===== config.mk =====
export PLATFORM = sky130hd
export DESIGN_NAME = shift_arbiter
export DESIGN_NICKNAME = d
export VERILOG_FILES = /design/src/rtl/shift_arbiter_pkg.sv /design/src/rtl/shift_arbiter_rr_arb2.sv /design/src/rtl/shift_arbiter.sv
export SDC_FILE = /design/constraint.sdc
export NUM_CORES = 1
export LEC_CHECK = 0
export ABC_AREA = 1
export CORE_MARGIN = 3
export CORE_UTILIZATION = 46
export DETAILED_ROUTE_END_ITERATION = 16
export GPL_ROUTABILITY_DRIVEN = 0
export PLACE_DENSITY_LB_ADDON = 0.3
export SETUP_SLACK_MARGIN = 0.15
export SYNTH_ARGS = -nofsm -noshare
export SYNTH_HDL_FRONTEND = slang
export SYNTH_SLANG_ARGS = --single-unit

===== constraint.sdc =====
create_clock -name clk -period 4.1 [get_ports clk]
set_input_delay 0.82 -clock clk [delete_from_list [all_inputs] [get_ports clk]]
set_output_delay 0.82 -clock clk [all_outputs]
set_load 0.01 [all_outputs]

===== src/rtl/shift_arbiter_pkg.sv =====
// Shared definitions for the shifter arbiter: FSM encoding, default sizes and
// the two-way round-robin pick rule.
package shift_arbiter_pkg;

    localparam int unsigned DEF_WIDTH   = 16;
    localparam int unsigned DEF_CNT_W   = 4;
    localparam int unsigned DEF_TIMEOUT = 64;

    typedef enum logic [2:0] {
        ST_IDLE  = 3'd0,
        ST_ISSUE = 3'd1,
        ST_GUARD = 3'd2,
        ST_WAIT  = 3'd3,
        ST_RESP  = 3'd4
    } state_e;

    // Pointer names the preferred requester; a lone request wins regardless.
    function automatic logic rr_pick(input logic [1:0] req, input logic ptr);
        logic idx;
        if (req == 2'b11) begin
            idx = ptr;
        end else begin
            idx = req[1];
        end
        return idx;
    endfunction

endpackage


===== src/rtl/shift_arbiter_rr_arb2.sv =====
// Two-way round-robin picker: combinational grant from the current pointer,
// pointer advanced by the owner on completion.
module shift_arbiter_rr_arb2
    import shift_arbiter_pkg::*;
(
    input  logic       clk,
    input  logic       reset,
    input  logic [1:0] req,
    input  logic       update,
    input  logic       next_ptr,
    output logic       grant_valid_c,
    output logic       grant_idx_c
);

    logic ptr_q;
    logic ptr_d;

    always_comb begin
        ptr_d = ptr_q;
        if (update) begin
            ptr_d = next_ptr;
        end
    end

    always_ff @(posedge clk) begin
        if (reset) begin
            ptr_q <= 1'b0;
        end else begin
            ptr_q <= ptr_d;
        end
    end

    assign grant_valid_c = |req;
    assign grant_idx_c   = rr_pick(req, ptr_q);

endmodule


===== src/rtl/shift_arbiter.sv =====
// Shares one iterative shifter between two requesters: round-robin grant,
// operand latch, start pulse, bounded wait for ready, result return.
module shift_arbiter
    import shift_arbiter_pkg::*;
#(
    parameter int unsigned WIDTH   = DEF_WIDTH,
    parameter int unsigned CNT_W   = DEF_CNT_W,
    parameter int unsigned TIMEOUT = DEF_TIMEOUT
) (
    input  logic             clk,
    input  logic             reset,
    input  logic             req0,
    input  logic             req1,
    input  logic [WIDTH-1:0] value0,
    input  logic [WIDTH-1:0] value1,
    input  logic             dir0,
    input  logic             dir1,
    input  logic [CNT_W-1:0] times0,
    input  logic [CNT_W-1:0] times1,
    output logic             done0,
    output logic             done1,
    output logic [WIDTH-1:0] result0,
    output logic [WIDTH-1:0] result1,
    output logic             sh_start,
    output logic [WIDTH-1:0] sh_value,
    output logic             sh_dir,
    output logic [CNT_W-1:0] sh_times,
    input  logic             sh_ready,
    input  logic [WIDTH-1:0] sh_result,
    output logic             busy,
    output logic             owner,
    output logic             timeout_err
);

    localparam int unsigned TIMER_W = $clog2(TIMEOUT);

    state_e             state_q,       state_d;
    logic               sh_start_q,    sh_start_d;
    logic [WIDTH-1:0]   sh_value_q,    sh_value_d;
    logic               sh_dir_q,      sh_dir_d;
    logic [CNT_W-1:0]   sh_times_q,    sh_times_d;
    logic               done0_q,       done0_d;
    logic               done1_q,       done1_d;
    logic [WIDTH-1:0]   result0_q,     result0_d;
    logic [WIDTH-1:0]   result1_q,     result1_d;
    logic               busy_q,        busy_d;
    logic               owner_q,       owner_d;
    logic               timeout_err_q, timeout_err_d;
    logic [TIMER_W-1:0] timer_q,       timer_d;

    logic grant_valid_c;
    logic grant_idx_c;

    shift_arbiter_rr_arb2 u_rr (
        .clk          (clk),
        .reset        (reset),
        .req          ({req1, req0}),
        .update       (state_q == ST_RESP),
        .next_ptr     (~owner_q),
        .grant_valid_c(grant_valid_c),
        .grant_idx_c  (grant_idx_c)
    );

    always_comb begin
        state_d       = state_q;
        sh_start_d    = 1'b0;
        sh_value_d    = sh_value_q;
        sh_dir_d      = sh_dir_q;
        sh_times_d    = sh_times_q;
        done0_d       = 1'b0;
        done1_d       = 1'b0;
        result0_d     = result0_q;
        result1_d     = result1_q;
        owner_d       = owner_q;
        timeout_err_d = timeout_err_q;
        timer_d       = timer_q;

        case (state_q)
            ST_IDLE: begin
                if (grant_valid_c) begin
                    owner_d    = grant_idx_c;
                    sh_value_d = grant_idx_c ? value1 : value0;
                    sh_dir_d   = grant_idx_c ? dir1   : dir0;
                    sh_times_d = grant_idx_c ? times1 : times0;
                    sh_start_d = 1'b1;
                    state_d    = ST_ISSUE;
                end
            end
            ST_ISSUE: begin
                state_d = ST_GUARD;
            end
            // Ready may still be high from the previous operation here.
            ST_GUARD: begin
                timer_d = '0;
                state_d = ST_WAIT;
            end
            ST_WAIT: begin
                if (sh_ready) begin
                    if (owner_q) begin
                        result1_d = sh_result;
                    end else begin
                        result0_d = sh_result;
                    end
                    done0_d = ~owner_q;
                    done1_d = owner_q;
                    state_d = ST_RESP;
                end else if (timer_q == TIMER_W'(TIMEOUT - 1)) begin
                    if (owner_q) begin
                        result1_d = '0;
                    end else begin
                        result0_d = '0;
                    end
                    timeout_err_d = 1'b1;
                    done0_d       = ~owner_q;
                    done1_d       = owner_q;
                    state_d       = ST_RESP;
                end else begin
                    timer_d = timer_q + TIMER_W'(1);
                end
            end
            ST_RESP: begin
                timer_d = '0;
                state_d = ST_IDLE;
            end
            default: begin
                state_d = ST_IDLE;
            end
        endcase

        busy_d = (state_d != ST_IDLE);
    end

    always_ff @(posedge clk) begin
        if (reset) begin
            state_q       <= ST_IDLE;
            sh_start_q    <= 1'b0;
            sh_value_q    <= '0;
            sh_dir_q      <= 1'b0;
            sh_times_q    <= '0;
            done0_q       <= 1'b0;
            done1_q       <= 1'b0;
            result0_q     <= '0;
            result1_q     <= '0;
            busy_q        <= 1'b0;
            owner_q       <= 1'b0;
            timeout_err_q <= 1'b0;
            timer_q       <= '0;
        end else begin
            state_q       <= state_d;
            sh_start_q    <= sh_start_d;
            sh_value_q    <= sh_value_d;
            sh_dir_q      <= sh_dir_d;
            sh_times_q    <= sh_times_d;
            done0_q       <= done0_d;
            done1_q       <= done1_d;
            result0_q     <= result0_d;
            result1_q     <= result1_d;
            busy_q        <= busy_d;
            owner_q       <= owner_d;
            timeout_err_q <= timeout_err_d;
            timer_q       <= timer_d;
        end
    end

    assign sh_start    = sh_start_q;
    assign sh_value    = sh_value_q;
    assign sh_dir      = sh_dir_q;
    assign sh_times    = sh_times_q;
    assign done0       = done0_q;
    assign done1       = done1_q;
    assign result0     = result0_q;
    assign result1     = result1_q;
    assign busy        = busy_q;
    assign owner       = owner_q;
    assign timeout_err = timeout_err_q;

endmodule


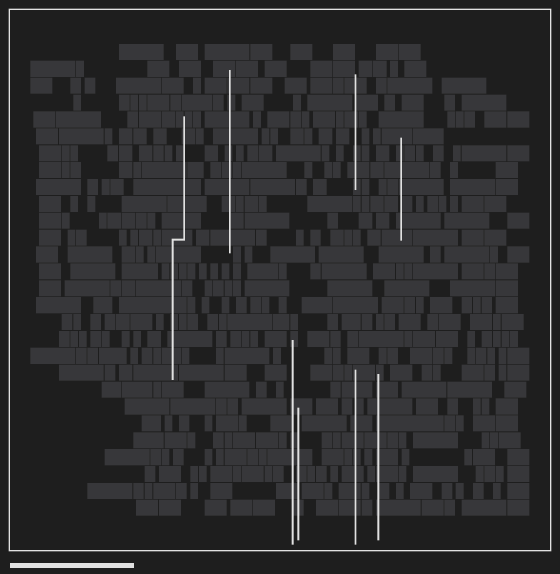
Figure 1: run 1, metal 4.
The bar under the picture is 20 um long. Cells faint in the background.
longest straight run: 32.6 um
main direction: vertical
nets with wire on the layer: 7
final wirelength: 8461 um
vias after detailed routing: 3149

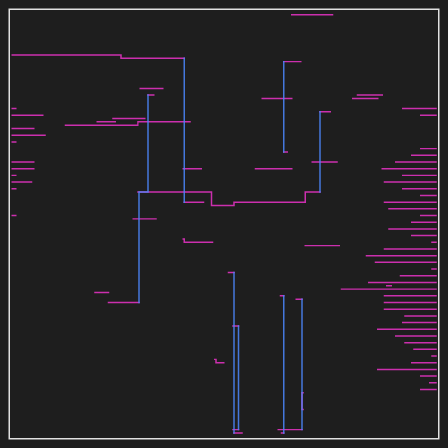
Figure 2: run 1, metal layers overlaid.
Two of the layers only.
legend:
  M4:
    color: blue
    wire_length: 216 um
  M3:
    color: magenta
    wire_length: 536 um

==> results.ini, run 1 <==
[status]
status = completed

[floorplanning]
n_tap_cell = 75
die_x_um = 87.00
placementRows = 28
die_y_um = 87.00
placeableCoreArea_sq_um = 6131

[clock_network]
root_buffer = clkbuf_8
postCtsHoldBufs = 0
cts_resized = 0
clock.latency.late_pin_ps = 350
tritoncts = done
post_cts_buffers = 0
cts_buffers = 9
htreeDepth = 3
clkTransAtPathRegs_ps = 70
clock_sinks = 69

[final_layout]
sh_comb_area = 0.3121
logic_gates = 289
comb_area_sq_um = 1383
final_cells = 599
seqCellArea_sq_um = 1381
fin_util = 0.7224
antennaDiodeCount = 0
nFillCells = 479
buffers = 123
seq_area_frac = 0.3119
largestClassByArea = combinational gates
n_all_inverters = 27
clkbuf_count = 11
clk_share = 0.05621
final-nonclk-buf-share = 0.2757
final_cell_area_sq_um = 4429

[timing]
skew_ps = 11.52
drv_slew = 0
finalSetupViolCount = 0
hold_violations = 0
grt_setup_unrepaired = no

[global_route]
use_met3 = 0.05393
grt_use_total = 0.2246
grt_pass1_vias = 2848
busiest_layer = met2
grt_util_met2 = 0.3637
grt_max_degree = 45
antenna_found_initial = 0

[synth]
ys_types = 26
synth.top_cells.by_count = nand2_1, dfxtp_1, a21oi_1, nor2_1, nand4_1
syn_area_per_cell_sq_um = 7.307
yosys.area_share.simple = 0.2960
synthMuxAreaShare = 0
syn_nets = 477
logic_family = simple AND/OR/NAND/NOR gates
ys_cells = 413
xor_area_frac = 0.005804
yosysWarningCount = 0
syn-cell-area_sq_um = 3018
top_cell = nand2_1
yosys-top-cells-area = dfxtp_1, nand2_1, a21oi_1

[setup_path]
path_class = in -> reg
max_stage_delay_ps = 860
arrival_ps = 2900
crit_fanout = 36
cp-end-kind = flip-flop
required_ps = 4310
path_cells = clkdlybuf4s50_1 > inv_1 > o21ai_4 > nand3_4 > nand2_1 > a21oi_1

[power]
total_power_mw = 1.746
ir_worst_vdd_mv = 0.2943
leakage_nw = 1.688

[run]
warnings = 26
max_cap_viol_count = 0

[routing]
drt-initial-drc-count = 187
drtAntennaViolNets = 0
drc = 0
vias_per_cell = 5.257
wl_per_cell_um = 14.13

[min_path]
hold_path_class = reg -> reg

[placed_design]
hpwlAfterDp_um = 5680
placed_cells = 583

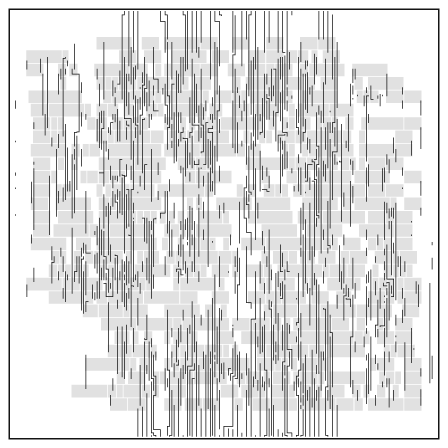
Figure 3: run 1, M2 wires.
Cells faint in the background.
nets with wire on the layer: 473
main direction: vertical

## run 1: power by group
group	internal [mW]	switching (mW)
clock	0.423	0.262
combinational	0.154	0.179
sequential	0.708	0.0194
## run 1: worst min-delay path, cell delays in order, from the launching register on
cell and delay, ps:
dfxtp_1 300, inv_1 60, a21oi_1 60
## run 1: registers in the layout, indices dropped and copies added, names as in the netlist
signal and flops:
sh_value 16, timer_q 6, state_q 3, sh_start 1, result1 16, done0 1
u_rr.ptr_q 1, sh_times 4, done1 1, sh_dir 1, timeout_err 1, result0 16
busy 1, owner 1
## run 1: worst paths after layout
| kind | from | endpoint | cells past startpoint | slack [ps] |
|---|---|---|---|---|
| max | sh_ready | result1[15] | 6 | 1410 |
| min | u_rr.ptr_q | u_rr.ptr_q | 2 | 460 |
| max reg2reg | timer_q[0] | result1[15] | 6 | 1820 |
| min reg2reg | u_rr.ptr_q | u_rr.ptr_q | 2 | 460 |
## run 1: metal layers
metal	up-vias	wire length [um]
met2	107	4088
met3	17	536
met1	1443	3620
met4	0	216
met5	-	0
li1	1582	-
## run 1: kinds of logic after synthesis
family | count (synthesis)
and+or+nand+nor | 197
AOI/OAI and AO/OA | 89
DFF | 69
buffers and inverters | 55
xor gates and xnor gates | 2
adders and majority gates | 1
## run 1: through the flow
stage / hold WS, ps / worst slack (ps)
after CTS: 463.6 / 1449
after detailed placement: 452.7 / 1109
after global placement: 446.3 / 1133
after floorplan: 428.6 / 2376
after global routing: 476.1 / 1181
final: 458.9 / 1409
## run 1: placed cells by master (no fill, tap or decap), drive strengths merged, types with 10 or more instances in the layout
cell type and count:
dfxtp 69, clkdlybuf4s50 120, inv 26, nand4 34, nand2 91, nor2 59, o21ai 27, nand3 10
clkbuf 11, a21oi 60
==> run 2: changes to the inputs <==
- CORE_UTILIZATION: 46 -> 43
- clock period: 4.1 -> 2.5 ns (I/O delays scaled with it)
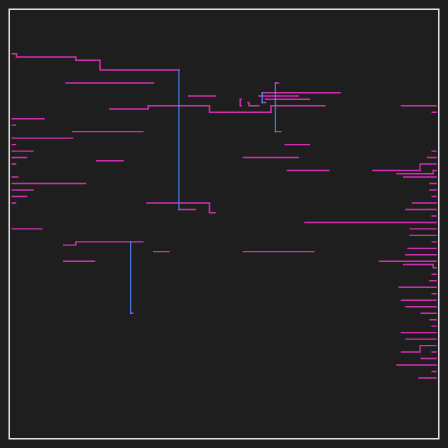
Figure 4: run 2, metal layers overlaid.
Two of the layers only.
legend:
  M3:
    color: magenta
    wire_length: 514 um
  M4:
    color: blue
    wire_length: 56.4 um

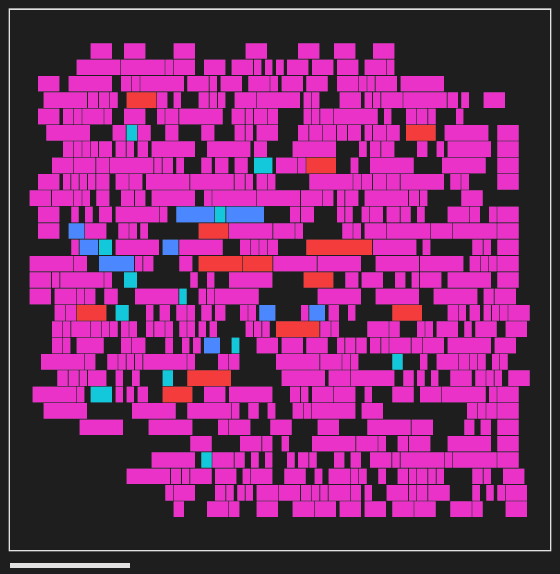
Figure 5: run 2, sizing map.
The bar under the picture is 20 um long.
legend:
  x3 and x4:
    color: blue
    cells: 9
    share: 1.7%
  x6 and larger:
    color: red
    cells: 13
    share: 2.5%
  x2:
    color: cyan
    cells: 12
    share: 2.3%
  x1 and smaller:
    color: magenta
    cells: 495
    share: 94%

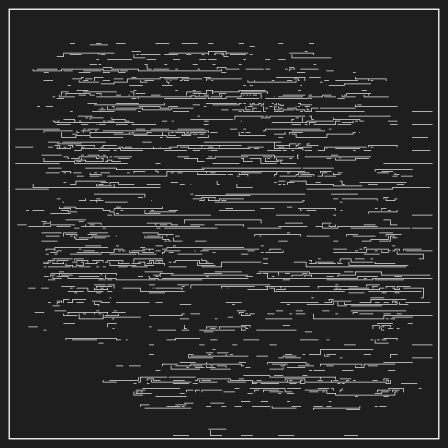
Figure 6: run 2, met1 routing.
longest straight run: 29.0 um
share of all routed wire: 42%
nets with wire on the layer: 543

==> run 2 against run 1 <==
Against the previous run: sequential share of layout area fell by 0.19 points; utilization fell by 4.4 points; synthesized area did not move; via count fell by 0.64%; critical path type is now reg -> reg; worst setup slack got worse by 820 ps.
==> results.ini, run 2 <==
[timing]
hold-worst-slack_ps = 457.4
hold_violations = 0
drv_slew = 0
finalSetupViolCount = 0

[setup_path]
r2r_cells = 6
endpoint = result0[7]
reg2reg_setup_slack_ps = 590
crit_path_start = timer_q[0]
cp-end-kind = flip-flop
r2r-end = result0[7]
path_class = reg -> reg
crit_fanout = 18
arrival_ps = 2140

[routing]
vias_per_cell = 5.031
wl_per_cell_um = 13.73
drc = 0
drtAntennaViolNets = 0
routed-via-count = 3129

[placed_design]
placed_cells = 605
hpwlAfterDp_um = 5997

[final_layout]
final_common_cell = clkdlybuf4s50_1
antennaDiodeCount = 0
final_cell_area_sq_um = 4457
final_cell_mix = clkdlybuf4s50_1, nand2_1, dfxtp_1
final_cells = 622

[floorplanning]
placeableCoreArea_sq_um = 6568
die_y_um = 89.78

[synth]
syn_nets = 477
synth.top_cells.by_count = nand2_1, dfxtp_1, a21oi_1, nor2_1, nand4_1
yosys-top-cells-area = dfxtp_1, nand2_1, a21oi_1
syn-cell-area_sq_um = 3018
yosysWarningCount = 0
xor_area_frac = 0.005804
yosys.area_share.simple = 0.2960
ys_cells = 413
ys_types = 26
synthMuxAreaShare = 0
top_cell = nand2_1

[min_path]
hold_path_class = reg -> reg
hold_start = u_rr.ptr_q
min_to = u_rr.ptr_q
holdPathStages = 2

[clock_network]
tritoncts = done
clock.latency.late_pin_ps = 340
root_buffer = clkbuf_8
clock_sinks = 69
cts_buffers = 9

[power]
ir_worst_vdd_mv = 0.3777
leakage_nw = 1.694

[status]
status = completed

[global_route]
grt_use_total = 0.2098

## run 2: netlist changes by cell type in the layout (fill, tap and decap cells not counted), sizes merged
cell / delta
bufinv: -2
clkbuf: -2
o21ai: +1
clkinvlp: +1
clkinv: +3
buf: +4
## run 2: final cells by class
class,count,area [sq um]
Clock buffer,9,123.9
Clock inverter,7,66.31
Fill cell,532,2111
Inverter,27,101.3
Multi-Input combinational cell,290,1391
Sequential cell,69,1381
Tap cell,93,116.4
Timing Repair Buffer,127,1276
## run 2: layer usage
layer	GRT usage	wire length, um
met5	0	0
met4	0.05236	56
met3	0.07429	514
met2	0.3534	4360
met1	0.2566	3611
## run 2: repair_timing
item | in CTS | in global routing
buffers inserted | 0 | 0
endpoints found under the hold margin | 0 | 0
hold buffers | 0 | 0
setup endpoints to repair | 0 | 32
resized | 0 | 0
## run 2: kinds of logic (layout without fill, tap and decap cells)
| group | after synthesis | count (layout) |
|---|---|---|
| flip-flops | 69 | 69 |
| adder cells (fa/ha/maj) | 1 | 1 |
| AND/OR/NAND/NOR | 197 | 197 |
| buffers and inverters | 55 | 170 |
| XOR/XNOR | 2 | 2 |
| AND-OR/OR-AND | 89 | 90 |
## run 2: worst max-delay path: cells and delay by family (launching register included)
family | cells | cell delay, ps
simple gates | 3 | 600
compound gates | 2 | 550
flops | 1 | 410
fa+ha+maj | 1 | 240
## run 2: stage by stage
| step | worst slack, ps | power (mW) |
|---|---|---|
| detailed placement | 330.5 | 1.785 |
| global route | 410.9 | 2.770 |
| CTS | 320.4 | 2.656 |
| global placement | 420.4 | 1.771 |
| floorplan | 987.5 | 1.508 |
| finish | 590.6 | 2.630 |
## run 2: power by group
group	internal (mW)	switching (mW)
Sequential	1.16	0.0326
Combinational	0.270	0.297
Clock	0.454	0.415
Total	1.89	0.744
==> run 3: changes to the inputs <==
- clock period: 2.5 -> 1.95 ns (I/O delays scaled with it)
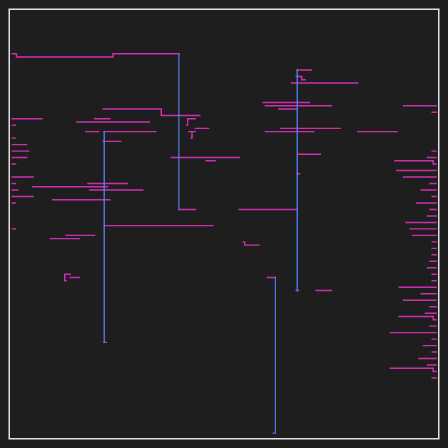
Figure 7: run 3, metal layers overlaid.
Two of the layers only.
final wirelength: 8607 um
Overall Global Routing Usage: 0.2123

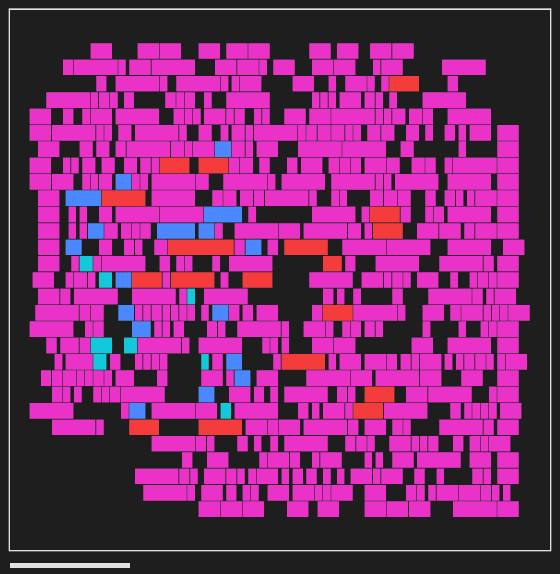
Figure 8: run 3, sizing map.
The bar under the picture is 20 um long.
Worst Slack Setup Final: 256.9 ps
Synth-to-Final Area Change: 51.45%

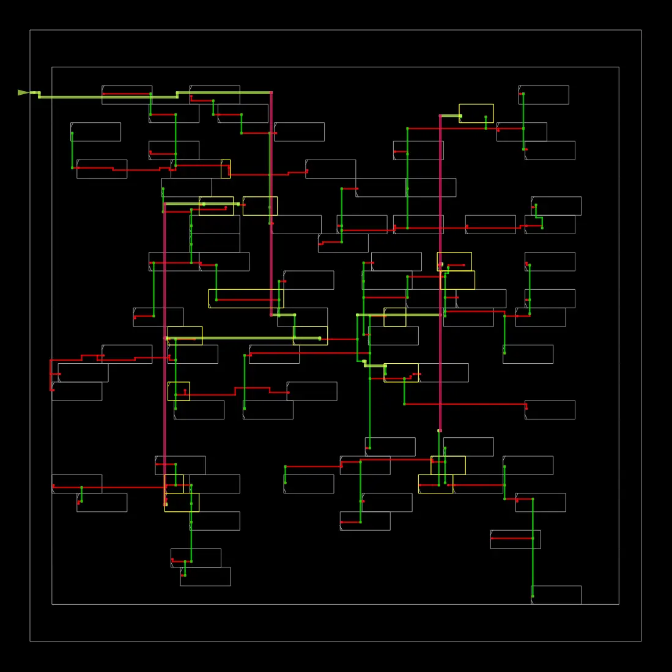
Figure 9: run 3, clock wiring as the flow saved it.
power in the clock group: 1.22 mW
Layout Skew: 13.65 ps
clkbuf count: 12
clock sink count: 69

==> run 3 against run 2 <==
Against the previous run: global-route usage increased by 0.25 points; critical path type is now reg -> out; non-clock buffer count increased by 10; die area unchanged; sequential power increased by 29%; critical path depth down 5; clock power increased by about 40%; sequential share of layout area shrank 0.77 points; largest cell class unchanged; register-to-register slack got worse by 200 ps; clock skew up 4.3 ps; via count up 3.1%.
==> results.ini, run 3 <==
[final_layout]
final_cell_mix = clkdlybuf4s50_1, nand2_1, dfxtp_1
nFillCells = 543
fin_util = 0.6959
antennaDiodeCount = 0
comb_area_sq_um = 1385
final_common_cell = clkdlybuf4s50_1
seqCellArea_sq_um = 1381

[run]
warnings = 26
max_cap_viol_count = 0

[clock_network]
clock.latency.late_pin_ps = 350
cts_buffers = 9
tritoncts = done
root_buffer = clkbuf_8
htreeDepth = 3

[timing]
drv_slew = 0
hold-worst-slack_ps = 382.3
hold_violations = 0
grt_setup_unrepaired = no
finalSetupViolCount = 0

[setup_path]
cp-end-kind = primary output
cp.buffers_inverters = 1
crit_path_start = owner
path_cells = clkdlybuf4s50_1
arrival_ps = 1300
max_stage_delay_ps = 580
required_ps = 1560
path_class = reg -> out
crit_family = buffers and inverters
crit_fanout = 4
timing.rr.start = timer_q[0]

[power]
pwr-share-comb = 0.215
ir_worst_vdd_mv = 0.4486
leakage_nw = 1.755
power_frac_clock = 0.347
total_power_mw = 3.502
p_sw_uw = 973.9
p_seq_frac = 0.437
p_sw_frac = 0.2781
intPower_mw = 2.528

[synth]
synthMuxAreaShare = 0
ys_types = 26
ys_cells = 413
syn-cell-area_sq_um = 3018
top_cell_area_share = 0.4577
synth.top_cells.by_count = nand2_1, dfxtp_1, a21oi_1, nor2_1, nand4_1
syn_nets = 477
syn_area_per_cell_sq_um = 7.307
logic_family = simple AND/OR/NAND/NOR gates
top_cell = nand2_1
yosysWarningCount = 0
xor_area_frac = 0.005804
yosys.area_share.simple = 0.2960

[routing]
routed-via-count = 3227
vias_per_cell = 5.114
drt-initial-drc-count = 164
wl_per_cell_um = 13.64
drc = 0

[global_route]
grt_pass1_vias = 2941
antenna_found_initial = 0
grt_max_degree = 44

[floorplanning]
die_y_um = 89.78
placeableCoreArea_sq_um = 6568
placementRows = 29
die_x_um = 89.78

[status]
status = completed

[placed_design]
hpwlAfterDp_um = 6253

[min_path]
hold_start = reset

==> run 3: cell counts after synthesis <==
No cell type changed its count.
==> run 3: cell type report <==
type                       count  share of cell area
sequential                    69              0.3022
clock inverter                 4             0.01204
tap                           93             0.02546
clock buffer                  12             0.03394
multi-input combinational    289              0.3030
timing repair buffer         137              0.3011
inverter                      27             0.02217
==> run 3: worst paths after layout <==
check | cells past startpoint | end | slack (ps)
max | 1 | owner | 260
min | 4 | u_rr.ptr_q | 380
max reg2reg | 7 | result1[6] | 390
min reg2reg | 2 | u_rr.ptr_q | 460
==> run 3: kinds of logic after synthesis <==
kind of cell	count (synthesis)
DFF	69
AOI/OAI and AO/OA	89
and+or+nand+nor	197
adders and majority gates	1
buffers and inverters	55
xor gates and xnor gates	2
==> run 3: power groups by stage <==
stage	Combinational, mW	Sequential (mW)	Clock [mW]
global placement	0.726	1.56	0
detailed placement	0.743	1.56	0
floorplan	0.337	1.60	0
CTS	0.754	1.53	1.24
global route	0.815	1.54	1.32
finish	0.755	1.53	1.22
==> run 3: routing by layer <==
metal | part of all wire | global-route usage | vias to the layer above
met3 | 0.055 | 0.04591 | 11
met4 | 0.018 | 0.08301 | 0
met1 | 0.42 | 0.2575 | 1473
met2 | 0.50 | 0.3672 | 125
met5 | 0 | 0 | -
li1 | - | - | 1618
==> run 3: timing repair <==
action,in CTS,in global routing
gates resized,0,1
hold buffers,0,0
endpoints found under the setup margin,32,2
pin swaps,1,0
setup buffers,4,0
==> run 3: per-stage QoR <==
stage | area, sq um | std cells | setup WS [ps]
after floorplan | 3018 | 413 | 437.5
after global placement | 4315 | 611 | 146.2
after detailed placement | 4315 | 611 | 104.7
after CTS | 4568 | 631 | 231.9
after global routing | 4571 | 631 | 184.5
final | 4571 | 631 | 256.9
Power and IR drop assume default switching activity.
